Figure 1. Routed clock nets over the placement.
Drawn at 4 px/µm.
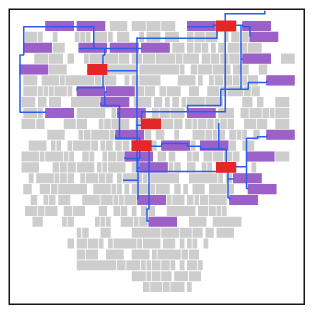
Figure 2. Sequential cells grouped by signal name.
Drawn at 4 px/µm. Other sequential cells in the stronger gray, the rest of the logic in the fainter gray.
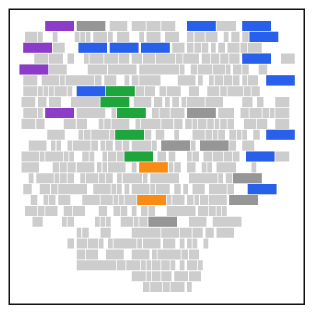
**src/rtl/score_bcd_accum.sv**
```systemverilog
// Three-digit BCD score accumulator with hit-combo bonus and miss penalty.
// Pending credit/debit is queued and drained one BCD step per clock.
module score_bcd_accum #(
  parameter int COMBO_LEN = 5,
  parameter int BONUS     = 2,
  parameter int PENALTY   = 1
) (
  input  logic       clk,
  input  logic       rst,
  input  logic       en,
  input  logic       clear,
  input  logic       hit,
  input  logic       miss,
  output logic [3:0] score_hund,
  output logic [3:0] score_tens,
  output logic [3:0] score_unit,
  output logic [3:0] combo,
  output logic       busy,
  output logic       sat
);

  typedef enum logic [1:0] {IDLE = 2'd0, INC = 2'd1, DEC = 2'd2} state_t;

  localparam logic [3:0]        COMBO_LAST = 4'(COMBO_LEN - 1);
  localparam logic signed [7:0] ADD_BONUS  = 8'(1 + BONUS);
  localparam logic signed [7:0] PEN        = 8'(PENALTY);
  localparam logic signed [7:0] PEND_MAX   = 8'sd31;

  state_t      state_q, state_d, mode_s;
  logic [11:0] score_q, score_d;
  logic [3:0]  combo_q, combo_d;
  logic [4:0]  pend_add_q, pend_add_d;
  logic [4:0]  pend_sub_q, pend_sub_d;
  logic        sat_q, sat_d;
  logic        busy_q, busy_d;

  logic              cap_hit_s, cap_miss_s;
  logic              drain_inc_s, drain_dec_s;
  logic              is_max_s, is_zero_s;
  logic signed [7:0] add_in_s, add_out_s, pen_s, net_add_s;
  logic signed [7:0] sub_in_s, sub_out_s, net_sub_s;

  function automatic logic [11:0] bcd_inc(input logic [11:0] v);
    logic [3:0] h, t, u;
    h = v[11:8];
    t = v[7:4];
    u = v[3:0];
    if (u == 4'd9) begin
      u = 4'd0;
      if (t == 4'd9) begin
        t = 4'd0;
        h = h + 4'd1;
      end else begin
        t = t + 4'd1;
      end
    end else begin
      u = u + 4'd1;
    end
    return {h, t, u};
  endfunction

  function automatic logic [11:0] bcd_dec(input logic [11:0] v);
    logic [3:0] h, t, u;
    h = v[11:8];
    t = v[7:4];
    u = v[3:0];
    if (u == 4'd0) begin
      u = 4'd9;
      if (t == 4'd0) begin
        t = 4'd9;
        h = h - 4'd1;
      end else begin
        t = t - 4'd1;
      end
    end else begin
      u = u - 4'd1;
    end
    return {h, t, u};
  endfunction

  function automatic logic [4:0] clamp31(input logic signed [7:0] v);
    logic [4:0] r;
    if (v < 8'sd0) begin
      r = 5'd0;
    end else if (v > PEND_MAX) begin
      r = 5'd31;
    end else begin
      r = v[4:0];
    end
    return r;
  endfunction

  always_ff @(posedge clk) begin
    if (rst) begin
      state_q    <= IDLE;
      score_q    <= 12'h000;
      combo_q    <= 4'd0;
      pend_add_q <= 5'd0;
      pend_sub_q <= 5'd0;
      sat_q      <= 1'b0;
      busy_q     <= 1'b0;
    end else begin
      state_q    <= state_d;
      score_q    <= score_d;
      combo_q    <= combo_d;
      pend_add_q <= pend_add_d;
      pend_sub_q <= pend_sub_d;
      sat_q      <= sat_d;
      busy_q     <= busy_d;
    end
  end

  // IDLE dispatches in the same cycle so a fresh credit drains on the next edge.
  always_comb begin
    case (state_q)
      IDLE: begin
        if (pend_add_q != 5'd0) begin
          mode_s = INC;
        end else if (pend_sub_q != 5'd0) begin
          mode_s = DEC;
        end else begin
          mode_s = IDLE;
        end
      end
      INC:     mode_s = INC;
      DEC:     mode_s = DEC;
      default: mode_s = IDLE;
    endcase
    drain_inc_s = (mode_s == INC) && (pend_add_q != 5'd0);
    drain_dec_s = (mode_s == DEC) && (pend_sub_q != 5'd0);
  end

  always_comb begin
    if (clear) begin
      state_d = IDLE;
    end else if ((mode_s == DEC) && (pend_sub_d != 5'd0)) begin
      state_d = DEC;
    end else if (pend_add_d != 5'd0) begin
      state_d = INC;
    end else if (pend_sub_d != 5'd0) begin
      state_d = DEC;
    end else begin
      state_d = IDLE;
    end
  end

  // Capture and drain are folded into one signed net per counter; a miss that
  // overdraws pending credit spills the remainder into pending debit.
  always_comb begin
    cap_hit_s  = en && hit && !miss;
    cap_miss_s = en && miss;
    is_max_s   = (score_q == 12'h999);
    is_zero_s  = (score_q == 12'h000);

    if (cap_hit_s) begin
      add_in_s = (combo_q == COMBO_LAST) ? ADD_BONUS : 8'sd1;
    end else begin
      add_in_s = 8'sd0;
    end
    pen_s = cap_miss_s ? PEN : 8'sd0;

    if (drain_inc_s) begin
      add_out_s = is_max_s ? $signed({3'b000, pend_add_q}) : 8'sd1;
    end else begin
      add_out_s = 8'sd0;
    end
    if (drain_dec_s) begin
      sub_out_s = is_zero_s ? $signed({3'b000, pend_sub_q}) : 8'sd1;
    end else begin
      sub_out_s = 8'sd0;
    end

    net_add_s = $signed({3'b000, pend_add_q}) + add_in_s - add_out_s - pen_s;
    if (net_add_s < 8'sd0) begin
      sub_in_s = 8'sd0 - net_add_s;
    end else begin
      sub_in_s = 8'sd0;
    end
    net_sub_s = $signed({3'b000, pend_sub_q}) + sub_in_s - sub_out_s;

    if (cap_miss_s) begin
      combo_d = 4'd0;
    end else if (cap_hit_s) begin
      combo_d = (combo_q == COMBO_LAST) ? 4'd0 : combo_q + 4'd1;
    end else begin
      combo_d = combo_q;
    end

    if (drain_inc_s && !is_max_s) begin
      score_d = bcd_inc(score_q);
    end else if (drain_dec_s && !is_zero_s) begin
      score_d = bcd_dec(score_q);
    end else begin
      score_d = score_q;
    end

    pend_add_d = clamp31(net_add_s);
    pend_sub_d = clamp31(net_sub_s);
    sat_d      = sat_q || (drain_inc_s && is_max_s);

    if (clear) begin
      score_d    = 12'h000;
      combo_d    = 4'd0;
      pend_add_d = 5'd0;
      pend_sub_d = 5'd0;
      sat_d      = 1'b0;
    end else begin
      score_d = score_d;
    end
    busy_d = (pend_add_d != 5'd0) || (pend_sub_d != 5'd0);
  end

  assign score_hund = score_q[11:8];
  assign score_tens = score_q[7:4];
  assign score_unit = score_q[3:0];
  assign combo      = combo_q;
  assign busy       = busy_q;
  assign sat        = sat_q;

endmodule
```
**config.mk**
```make
export PLATFORM = sky130hd
export DESIGN_NAME = score_bcd_accum
export DESIGN_NICKNAME = d
export VERILOG_FILES = /design/src/rtl/score_bcd_accum.sv
export SDC_FILE = /design/constraint.sdc
export NUM_CORES = 1
export LEC_CHECK = 0
export CORE_MARGIN = 2
export CORE_UTILIZATION = 59
export CTS_CLUSTER_SIZE = 10
export DETAILED_ROUTE_END_ITERATION = 8
export GPL_ROUTABILITY_DRIVEN = 1
export PLACE_DENSITY = 0.9
export SETUP_SLACK_MARGIN = 0.3
export SYNTH_ARGS = -nofsm -noshare
export SYNTH_HDL_FRONTEND = slang
export SYNTH_SLANG_ARGS = --single-unit
```
**constraint.sdc**
```tcl
create_clock -name clk -period 9.18 [get_ports clk]
set_input_delay 2.754 -clock clk [delete_from_list [all_inputs] [get_ports clk]]
set_output_delay 2.754 -clock clk [all_outputs]
set_load 0.03 [all_outputs]
```
==> flow_summary.ini <==
; yosys + openroad results
[outcome]
status = complete, no violations

[layout]
inv_count = 38
comb_share_pct = 63.7
area_growth_pct = 9.88
clkCellAreaFrac_pct = 2.93
layout_top_cells = nor2_1, inv_1, dfxtp_1

[worst_hold_path]
min_from = sat

[clock_network]
cts_tree = yes
clockBufferDepth = 2
cts_setup_buffers = 0

[timing]
min_period_ns = 8.34
setup-tns-final_ns = 0
finalCritPeriodShare_pct = 90.9

[yosys]
ys.flops = 30
synthFlopType = dfxtp_1
synth.avg_cell_area_um2 = 8.18
synth_nets = 388

[worst_setup_path]
worst_setup_path_end_kind = flop
cp_num_buf_inv = 3
rr_startpoint = score_q[0]
path_delay_family = simple AND/OR/NAND/NOR gates
crit_path_start = miss

[floorplanning]
chipArea_um2 = 5380
core_area_um2 = 4690

[global_routing]
grt_pass1_vias = 2415
grt_pass1_wl_um = 10900
antenna_found_initial = 0
## Picture notes: Figure 1
[blue] clock wires | length: 440 µm
[purple] flip-flops | count: 30
[red] clock drivers | count: 5
routed clock nets: 6
Clock Latency Late Sink: 0.29 ns
Fin Clk Skew: 0.00682 ns

## Picture notes: Figure 2
[green] pend_add_q | flops: 5
[purple] combo | flops: 4 | where: top left
[orange] state_q | flops: 2
[blue] score_q | flops: 12
not colored: 7
sequential share of cell area: 19.3%
Register Area: 601 µm²
Finished Core Util: 66.5%

[sequential cells by signal, indices dropped and copies added (netlist names)]
register    cells
pend_add_q      5
combo           4
pend_sub_q      5
busy            1
sat             1
state_q         2
score_q        12
[per-layer routing]
| layer | wire [µm] | vias up | GRT usage, % |
|---|---|---|---|
| met5 | 0 | - | 0 |
| met4 | 154 | 0 | 10.3 |
| met3 | 328 | 19 | 6.86 |
| met2 | 3180 | 71 | 42.2 |
| met1 | 2800 | 1200 | 31.6 |
| li1 | - | 1263 | - |
[path summary, 6_finish.rpt]
kind / depth (start not counted) / slack [ns] / end
setup / recovery: 20 / 0.84 / busy
hold / removal: 2 / 0.48 / sat
setup reg to reg: 23 / 1.91 / busy
hold reg to reg: 2 / 0.48 / sat
[Yosys cell counts, types with 3 or more instances]
master	n
and2_1	4
nor3b_1	3
dfxtp_1	30
o21ai_0	13
or3_1	3
nand3b_1	4
a211oi_1	3
clkbuf_1	3
inv_1	37
and3_1	3
xor2_1	6
buf_6	4
nand4_1	3
a21o_1	4
xnor2_1	9
nand2b_1	5
nor3_1	22
nand3_1	8
fa_1	10
a21oi_1	23
nor4_1	5
a31oi_1	4
o21a_1	3
nand4b_1	3
ha_1	25
nand2_1	17
nor2_1	39
[metrics by stage]
step | util, % | instances | area [µm²]
2_1_floorplan | - | 347 | 2840
3_3_place_gp | 64.5 | 411 | 3030
3_5_place_dp | 64.5 | 411 | 3030
4_1_cts | 66.5 | 419 | 3120
5_1_grt | 66.5 | 419 | 3120
6_report | 66.5 | 419 | 3120
